## src/rtl/sva_result_monitor.sv

```systemverilog
// Result monitor for an assertion checker: run FSM, saturating result
// counters, evaluation index, first-fail capture and a fail-index log FIFO.
module sva_result_monitor #(
    parameter int CNT_WIDTH = 16,
    parameter int IDX_WIDTH = 16,
    parameter int LOG_DEPTH = 4
) (
    input  logic                 sys_clk,
    input  logic                 sys_rst_n,
    input  logic                 start,
    input  logic                 stop,
    input  logic                 res_valid,
    input  logic                 res_succ,
    input  logic                 res_lazy,
    input  logic                 res_fail,
    output logic [CNT_WIDTH-1:0] succ_cnt,
    output logic [CNT_WIDTH-1:0] lazy_cnt,
    output logic [CNT_WIDTH-1:0] fail_cnt,
    output logic [IDX_WIDTH-1:0] eval_idx,
    output logic [IDX_WIDTH-1:0] first_fail_idx,
    output logic                 first_fail_vld,
    output logic [1:0]           status,
    output logic                 log_valid,
    output logic [IDX_WIDTH-1:0] log_data,
    input  logic                 log_ready,
    output logic                 log_ovf
);

    localparam int PW = $clog2(LOG_DEPTH);
    localparam logic [CNT_WIDTH-1:0] CNT_ONE = CNT_WIDTH'(1);
    localparam logic [IDX_WIDTH-1:0] IDX_ONE = IDX_WIDTH'(1);
    localparam logic [PW:0]          PTR_ONE = (PW + 1)'(1);

    typedef enum logic [1:0] {
        S_IDLE = 2'd0,
        S_RUN  = 2'd1,
        S_PASS = 2'd2,
        S_FAIL = 2'd3
    } state_e;

    state_e               state_q, state_d;
    logic [CNT_WIDTH-1:0] succ_q, succ_d;
    logic [CNT_WIDTH-1:0] lazy_q, lazy_d;
    logic [CNT_WIDTH-1:0] fail_q, fail_d;
    logic [IDX_WIDTH-1:0] idx_q, idx_d;
    logic [IDX_WIDTH-1:0] ffi_q, ffi_d;
    logic                 ffv_q, ffv_d;
    logic                 ovf_q, ovf_d;
    logic [PW:0]          wr_q, wr_d;
    logic [PW:0]          rd_q, rd_d;
    logic [IDX_WIDTH-1:0] mem_q [LOG_DEPTH];

    logic start_acc;
    logic acc;
    logic empty;
    logic full;
    logic pop;
    logic push_req;
    logic wr_en;

    function automatic logic [CNT_WIDTH-1:0] sat_inc(
        input logic [CNT_WIDTH-1:0] v,
        input logic                 en
    );
        return (en && (v != '1)) ? v + CNT_ONE : v;
    endfunction

    assign start_acc = start && (state_q != S_RUN);
    assign acc       = res_valid && (state_q == S_RUN);
    assign empty     = (wr_q == rd_q);
    assign full      = (wr_q[PW] != rd_q[PW]) &&
                       (wr_q[PW-1:0] == rd_q[PW-1:0]);
    assign pop       = !empty && log_ready;
    assign push_req  = acc && res_fail;
    // A pop in the same cycle frees the slot a full-FIFO push needs
    assign wr_en     = push_req && (!full || pop);

    always_comb begin
        state_d = state_q;
        succ_d  = succ_q;
        lazy_d  = lazy_q;
        fail_d  = fail_q;
        idx_d   = idx_q;
        ffi_d   = ffi_q;
        ffv_d   = ffv_q;
        ovf_d   = ovf_q;
        wr_d    = wr_q;
        rd_d    = rd_q;
        if (start_acc) begin
            state_d = S_RUN;
            succ_d  = '0;
            lazy_d  = '0;
            fail_d  = '0;
            idx_d   = '0;
            ffv_d   = 1'b0;
            ovf_d   = 1'b0;
            wr_d    = '0;
            rd_d    = '0;
        end else begin
            if (pop) begin
                rd_d = rd_q + PTR_ONE;
            end
            if (acc) begin
                idx_d  = idx_q + IDX_ONE;
                succ_d = sat_inc(succ_q, res_succ);
                lazy_d = sat_inc(lazy_q, res_lazy);
                fail_d = sat_inc(fail_q, res_fail);
                if (res_fail && !ffv_q) begin
                    ffi_d = idx_q;
                    ffv_d = 1'b1;
                end
                if (wr_en) begin
                    wr_d = wr_q + PTR_ONE;
                end else if (push_req) begin
                    ovf_d = 1'b1;
                end
            end
            // Verdict includes any fail accepted on the stop cycle itself
            if ((state_q == S_RUN) && stop) begin
                state_d = (fail_d != '0) ? S_FAIL : S_PASS;
            end
        end
    end

    always_ff @(posedge sys_clk or negedge sys_rst_n) begin
        if (!sys_rst_n) begin
            state_q <= S_IDLE;
            succ_q  <= '0;
            lazy_q  <= '0;
            fail_q  <= '0;
            idx_q   <= '0;
            ffi_q   <= '0;
            ffv_q   <= 1'b0;
            ovf_q   <= 1'b0;
            wr_q    <= '0;
            rd_q    <= '0;
        end else begin
            state_q <= state_d;
            succ_q  <= succ_d;
            lazy_q  <= lazy_d;
            fail_q  <= fail_d;
            idx_q   <= idx_d;
            ffi_q   <= ffi_d;
            ffv_q   <= ffv_d;
            ovf_q   <= ovf_d;
            wr_q    <= wr_d;
            rd_q    <= rd_d;
        end
    end

    always_ff @(posedge sys_clk) begin
        if (wr_en) begin
            mem_q[wr_q[PW-1:0]] <= idx_q;
        end
    end

    assign succ_cnt       = succ_q;
    assign lazy_cnt       = lazy_q;
    assign fail_cnt       = fail_q;
    assign eval_idx       = idx_q;
    assign first_fail_idx = ffi_q;
    assign first_fail_vld = ffv_q;
    assign status         = state_q;
    assign log_valid      = !empty;
    assign log_data       = mem_q[rd_q[PW-1:0]];
    assign log_ovf        = ovf_q;

endmodule

```

## config.mk

```make
export PLATFORM = sky130hd
export DESIGN_NAME = sva_result_monitor
export DESIGN_NICKNAME = d
export VERILOG_FILES = /design/src/rtl/sva_result_monitor.sv
export SDC_FILE = /design/constraint.sdc
export NUM_CORES = 1
export LEC_CHECK = 0
export CAP_MARGIN = 20
export CORE_MARGIN = 2
export CORE_UTILIZATION = 60
export CTS_BUF_LIST = sky130_fd_sc_hd__clkbuf_8
export DETAILED_ROUTE_END_ITERATION = 6
export PLACE_DENSITY = 0.88
export SLEW_MARGIN = 25
export SYNTH_ARGS = -nofsm -noshare
export SYNTH_HDL_FRONTEND = slang
export SYNTH_SLANG_ARGS = --single-unit
```

## constraint.sdc

```tcl
create_clock -name sys_clk -period 6.2 [get_ports sys_clk]
set_input_delay 1.24 -clock sys_clk [delete_from_list [all_inputs] [get_ports sys_clk]]
set_output_delay 1.24 -clock sys_clk [all_outputs]
set_load 0.02 [all_outputs]
```

**Run 1: routed clock nets over the placement**

The bar under the picture is 20 um long.
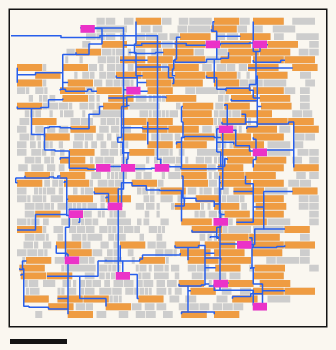
[blue] clock wires | length: 1760 um
[orange] flip-flops | count: 154
[magenta] cells driving clock nets | count: 17
flops lie: spread over the die

**Run 1: cell sizes after repair**

The bar under the picture is 20 um long.
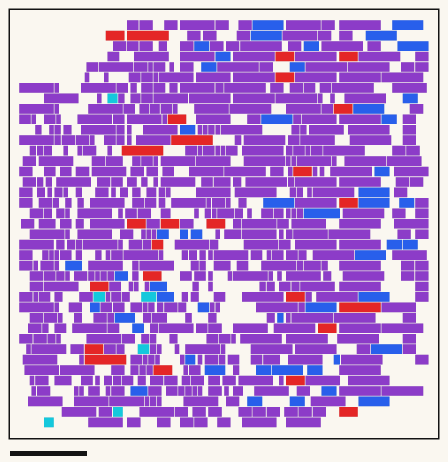
| colour | size | cells | share | most used |
|---|---|---|---|---|
| purple | drive 1 or less | 581 | 88% | clkdlybuf4s50_1 |
| red | drive 6 and up | 25 | 3.8% | clkbuf_8 |
| cyan | drive 3 to 4 | 6 | 0.91% | buf_4 |
| blue | drive 2 | 50 | 7.6% | mux2_2 |

==> out/summary.log, run 1 <==
qor: power.share_seq_of_total_power 44.9%
qor: yosys.synth.cellmix.xorXnorShare 6.20%
qor: floorplanning.die_h 111 um
qor: drt.route.met2.wl 8.19 mm
qor: power.power.leakage 3.38 nW
qor: yosys.ys_sh_aoi 5.59%
qor: finish.insertedDiodeCount 0
qor: final_timing.setup_total_negative_slack 0 ns
qor: power.net-switching-power 0.846 mW
qor: worst_setup_path.max_stage_delay 0.80 ns
qor: worst_setup_path.critical_path.endpoint_type output port
qor: yosys.most_common_cell sky130_fd_sc_hd__dfrtp_1
qor: global_route.grt_antenna_before_repair 0
qor: cts.insertion_delay 0.46 ns
qor: drt.first_pass_iters 5
qor: global_route.met1_usage 30.7%
qor: yosys.synth.cellmix.adderShare 1.63%
qor: drt.route.antenna.remaining_nets 0
qor: worst_setup_path.crit_path_cell_trace mux4_2 -> clkdlybuf4s50_1
qor: drt.drt-total-wl 15.6 mm
qor: cts.cts_repair_resize_count 0
qor: power.power.total 2.80 mW
qor: yosys.syn_area 6920 um2
qor: finish.storage_cell_area 4180 um2
qor: finish.final-comb-area 2630 um2
qor: finish.most-common-layout-cells 108 x sky130_fd_sc_hd__clkdlybuf4s50_1, 89 x sky130_fd_sc_hd__dfrtp_1, 64 x sky130_fd_sc_hd__edfxtp_1, 63 x sky130_fd_sc_hd__nor2_1
qor: finish.layout-drive-gt1-share 12.2%
qor: worst_hold_path.min_path_cells 1
qor: floorplanning.top_ports 110
qor: finish.final_core_utilization 75.7%
qor: worst_setup_path.critical_path_start_type register
qor: yosys.yosys-stat-area 6920 um2
qor: final_timing.final_max_slew_viol_count 0
qor: finish.fillCellCount 732
qor: run_status.status finished clean
qor: final_timing.rsz_0062_raised_after_global_routing false
**Run 1: sequential cells coloured by netlist name**

The bar under the picture is 20 um long. Other sequential cells in the stronger grey, the rest of the logic in the fainter grey.
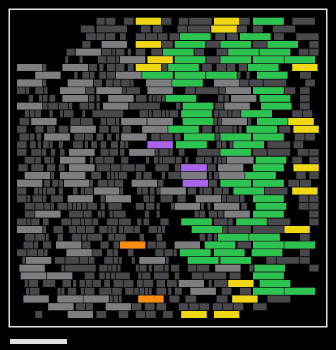
| colour | name in the netlist | sequential cells |
|---|---|---|
| purple | wr_q | 3 |
| green | mem_q | 64 |
| orange | status | 2 |
| yellow | first_fail_idx | 16 |
not coloured: 69
power attributed to sequential cells: 1.26 mW
share of the final layout cell area in sequential cells: 48.7%

-- run 1: final cells by class --
class                           instances  share of cell area (%)
Tap cell                              143                    2.09
Multi-Input combinational cell        357                    30.6
Clock inverter                         13                    2.31
Sequential cell                       154                    48.7
Clock buffer                           19                    3.05
Timing Repair Buffer                  111                    12.9
Inverter                                8                   0.350
-- run 1: state kept, by name, summed over array words and instances, names as in the netlist --
signal and count:
mem_q 64, eval_idx 16, fail_cnt 16, first_fail_idx 16, lazy_cnt 16, succ_cnt 16
rd_q 3, wr_q 3, status 2, first_fail_vld 1, log_ovf 1
==> run 2: changes to the inputs <==
--- a/config.mk
+++ b/config.mk
@@ -7,10 +7,10 @@
 export LEC_CHECK = 0
 export CAP_MARGIN = 20
 export CORE_MARGIN = 2
-export CORE_UTILIZATION = 60
+export CORE_UTILIZATION = 50
 export CTS_BUF_LIST = sky130_fd_sc_hd__clkbuf_8
 export DETAILED_ROUTE_END_ITERATION = 6
-export PLACE_DENSITY = 0.88
+export PLACE_DENSITY = 0.78
 export SLEW_MARGIN = 25
 export SYNTH_ARGS = -nofsm -noshare
 export SYNTH_HDL_FRONTEND = slang
==> constraint.sdc (replaced) <==
create_clock -name sys_clk -period 3.1 [get_ports sys_clk]
set_input_delay 0.62 -clock sys_clk [delete_from_list [all_inputs] [get_ports sys_clk]]
set_output_delay 0.62 -clock sys_clk [all_outputs]
set_load 0.02 [all_outputs]
==> run 2 against run 1 <==
Net effect: clock-buffer cell count did not move; flip-flop count unchanged; sequential share of layout area decreased by 0.27 points; first-iteration DRC count rose by 17%; combinational power increased by 110%; sequential power grew 94%; synthesized cell count unchanged; highest routed layer unchanged; area after synthesis is the same; final cell count grew 5.6%; global-route usage fell by 4.8 points.
==> out/summary.log, run 2 <==
qor: global_route.grt_antenna_before_repair 0 [unchanged]
qor: worst_setup_path.crit_path_cell_trace buf_4 -> mux4_2 -> clkdlybuf4s50_1
qor: finish.largest_register_ff_count 64 [unchanged]
qor: worst_setup_path.critical_path_start_type register
qor: yosys.postSynthRegisterBits 154
qor: final_timing.rsz_0062_raised_after_global_routing false
qor: worst_setup_path.reg2reg_setup_slack 0.74 ns
qor: finish.final-comb-area 2620 um2 [-0.24%]
qor: worst_setup_path.critical_path.endpoint_type output port
qor: cts.cts_repair_resize_count 0 [unchanged]
qor: finish.layout-drive-gt1-share 13.8% [+1.6 points]
qor: yosys.yosys-stat-area 6920 um2 [unchanged]
qor: final_timing.final_max_slew_viol_count 0 [unchanged]
qor: power.power.leakage 3.40 nW [+0.49%]
qor: worst_setup_path.worstSetupPathType reg -> out
qor: floorplanning.n_tap_cell 176 [+23%]
qor: worst_hold_path.min_path_type in -> async
qor: finish.layout_clock_buffers 19 [unchanged]
qor: finish.layout.buffer.nonclock.area_share 14.0% [+1.1 points]
qor: floorplanning.die_h 122 um [+9.2%]
qor: yosys.most_common_cell sky130_fd_sc_hd__dfrtp_1
qor: drt.route.antenna.remaining_nets 0 [unchanged]
qor: finish.fillCellCount 1004 [+37%]
qor: power.power.total 5.27 mW [+88%]
qor: run_status.status finished clean
qor: worst_setup_path.max_stage_delay 0.60 ns [-0.20 ns]
qor: final_timing.setup_total_negative_slack 0 ns [unchanged]
qor: power.power_report.internal_total 3.55 mW
qor: finish.logic_gates 357 [unchanged]
qor: finish.n_sequential_cell 154 [unchanged]
qor: power.net-switching-power 1.72 mW [+100%]
qor: floorplanning.top_ports 110 [unchanged]
qor: yosys.syn_area_per_cell 12.8 um2
qor: finish.final_core_utilization 64.3% [-11 points]
qor: final_timing.final.period_utilization 93.8%
qor: drt.first_pass_iters 4 [-1]
qor: floorplanning.die_x 122 um
qor: yosys.syn_area 6920 um2 [unchanged]
qor: drt.drt-total-wl 15.0 mm [-3.7%]
qor: finish.most-common-layout-cells 108 x sky130_fd_sc_hd__clkdlybuf4s50_1, 90 x sky130_fd_sc_hd__dfrtp_1, 64 x sky130_fd_sc_hd__nor2_1, 64 x sky130_fd_sc_hd__edfxtp_1
qor: finish.insertedDiodeCount 0 [unchanged]
qor: finish.top_cell_category sequential cells
qor: finish.combAreaFraction 30.4% [-0.23 points]
qor: finish.finalNetCount 679
qor: cts.insertion_delay 0.46 ns [about the same]
qor: finish.n_all_inverters 8 [unchanged]
run 2: cell counts after synthesis:
Identical to the previous run, type by type.
run 2: cells by family after synthesis:
group                    Yosys count  share of synthesized area, %
AND/OR/NAND/NOR                  197                          14.9
flip-flops                       154                          60.3
AND-OR/OR-AND                     58                          5.59
XOR/XNOR                          49                          6.20
multiplexers                      44                          9.56
buffers and inverters             29                          1.84
adder cells (fa/ha/maj)            9                          1.63
run 2: metal layers:
layer | track usage, % | vias to the layer above | routed length (um)
met5 | 0 | - | 0
met4 | 7.97 | 0 | 226
met3 | 5.20 | 21 | 848
met2 | 35.8 | 151 | 7640
met1 | 27.0 | 2418 | 6300
li1 | - | 2233 | -
**Run 2: sequential cells coloured by netlist name**

The bar under the picture is 20 um long. Other sequential cells in the stronger grey, the rest of the logic in the fainter grey.
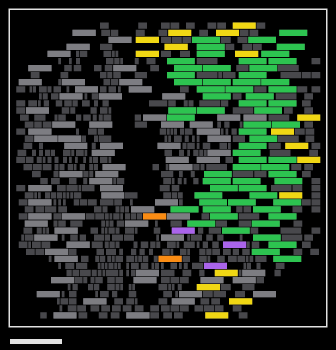
| colour | name in the netlist | sequential cells |
|---|---|---|
| orange | status | 2 |
| yellow | first_fail_idx | 16 |
| purple | wr_q | 3 |
| green | mem_q | 64 |
power attributed to sequential cells: 2.44 mW
Storage cell area: 4170 um2
share of the final layout cell area in sequential cells: 48.4%

**Run 2: cell sizes after repair**

The bar under the picture is 20 um long.
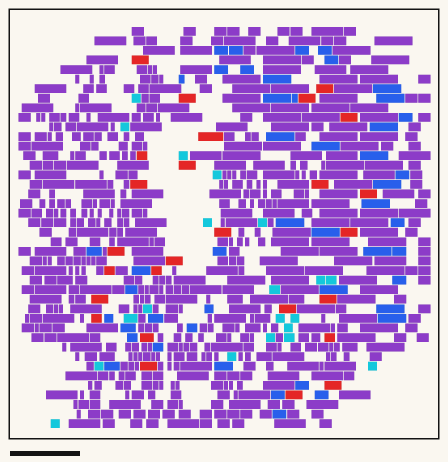
| colour | size | cells | share | most used |
|---|---|---|---|---|
| cyan | drive 3 to 4 | 20 | 3.0% | buf_4 |
| purple | drive 1 or less | 581 | 86% | clkdlybuf4s50_1 |
| red | drive 6 and up | 26 | 3.9% | clkbuf_8 |
| blue | drive 2 | 47 | 7.0% | mux2_2 |
layout overhead on the synthesized area: 24.5%
count of buffers not belonging to the clock network in the layout: 123
post-route standard cell area excluding fillers: 8620 um2
least setup slack across all paths after layout: 0.194 ns

==> run 3: changes to the inputs <==
--- a/config.mk
+++ b/config.mk
@@ -7,10 +7,10 @@
 export LEC_CHECK = 0
 export CAP_MARGIN = 20
 export CORE_MARGIN = 2
-export CORE_UTILIZATION = 50
+export CORE_UTILIZATION = 56
 export CTS_BUF_LIST = sky130_fd_sc_hd__clkbuf_8
 export DETAILED_ROUTE_END_ITERATION = 6
-export PLACE_DENSITY = 0.78
+export PLACE_DENSITY = 0.83
 export SLEW_MARGIN = 25
 export SYNTH_ARGS = -nofsm -noshare
 export SYNTH_HDL_FRONTEND = slang
==> constraint.sdc (replaced) <==
create_clock -name sys_clk -period 2.7 [get_ports sys_clk]
set_input_delay 0.54 -clock sys_clk [delete_from_list [all_inputs] [get_ports sys_clk]]
set_output_delay 0.54 -clock sys_clk [all_outputs]
set_load 0.02 [all_outputs]
==> run 3 against run 2 <==
Net effect: register-to-register slack worse by 0.39 ns; highest routed layer unchanged; cell area rose by 2.7%; sequential share of layout area shrank 1.2 points; via count is 2.6% higher.
==> out/summary.log, run 3 <==
qor: finish.largest_register_ff_count 64 [unchanged]
qor: power.power.total 6.41 mW [+21%]
qor: yosys.synth.cellmix.adderShare 1.63% [unchanged]
qor: worst_setup_path.worstSetupPathType reg -> out
qor: drt.first_pass_iters 5 [+1]
qor: final_timing.rsz_0062_raised_after_global_routing false
qor: drt.highest_layer met4
qor: final_timing.final.period_utilization 91.1%
qor: global_route.met3_usage 6.38% [+1.2 points]
qor: finish.layout-drive-gt1-share 15.2% [+1.4 points]
qor: yosys.yosys-stat-area 6920 um2 [unchanged]
qor: finish.fillCellCount 792 [-21%]
qor: finish.top_cell_category sequential cells
qor: worst_setup_path.max_stage_delay 0.54 ns [-0.06 ns]
qor: floorplanning.die_x 115 um [-5.3%]
qor: finish.logic_gates 357 [unchanged]
qor: yosys.topCombFamilyByArea simple AND/OR/NAND/NOR gates
qor: power.power.leakage 3.65 nW [+7.5%]
qor: global_route.grt_antenna_before_repair 0 [unchanged]
qor: finish.synthToLayoutAreaGrowth 27.8%
qor: yosys.postSynthRegisterBits 154 [unchanged]
qor: global_route.gr-max-usage-layer met2
qor: run_status.status finished clean
qor: finish.storage_cell_area 4180 um2 [about the same]
qor: finish.area.share.sequential 47.2% [-1.2 points]
qor: drt.route.antenna.remaining_nets 0 [unchanged]
qor: finish.n_all_inverters 8 [unchanged]
qor: finish.finalNetCount 689 [+1.5%]
qor: final_timing.setup_total_negative_slack 0 ns [unchanged]
qor: floorplanning.die_h 115 um [-5.3%]
qor: drt.route.met2.wl 7.82 mm [+2.3%]
qor: finish.final.signal_buffer_count 133 [+8.1%]
qor: finish.final-comb-area 2620 um2 [about the same]
qor: drt.routedLengthMet1 6.20 mm [-1.6%]
## run 3: cell counts after synthesis
Identical to the previous run, type by type.
## run 3: where the power goes
| group | internal (mW) | switching [mW] |
|---|---|---|
| Combinational | 0.776 | 0.918 |
| Clock | 1.04 | 0.869 |
| Sequential | 2.62 | 0.181 |
| Total | 4.44 | 1.97 |
## run 3: final timing paths
check	slack [ns]	endpoint	from
worst max-delay path	0.24	log_data[0]	rd_q[0]
worst min-delay path	0.15	fail_cnt[11]	sys_rst_n
worst max register to register	0.35	status[0]	fail_cnt[0]
worst min register to register	0.50	lazy_cnt[5]	lazy_cnt[5]
max in group asynchronous	1.82	wr_q[0]	sys_rst_n
min in group sys_clk	0.50	lazy_cnt[5]	lazy_cnt[5]
**Run 3: routed clock nets over the placement**

The bar under the picture is 20 um long.
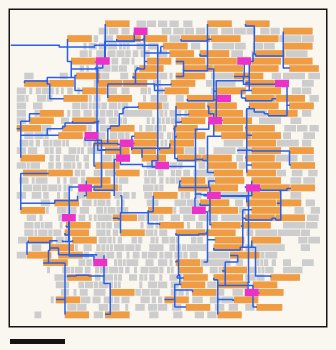
[orange] flip-flops | count: 154
[blue] clock wires | length: 1650 um
[magenta] cells driving clock nets | count: 17
routed clock nets: 18
clock latency on the worst-skew pair: 0.45 ns
clk pwr: 1.91 mW
relative contribution of the clock network to total power: 29.8%

**Run 3: clock nets**

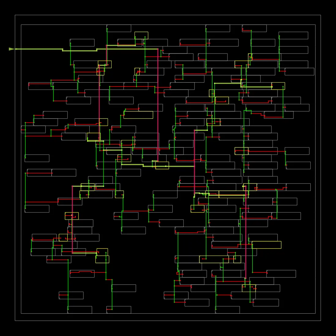
Clock Sinks: 154
number of CTS-inserted buffers: 17
Clock Skews: 0.00918 ns
FF+latch count: 154
Layout clock buffers: 18

Power figures rest on the tool's default switching activity, not on a simulated workload.
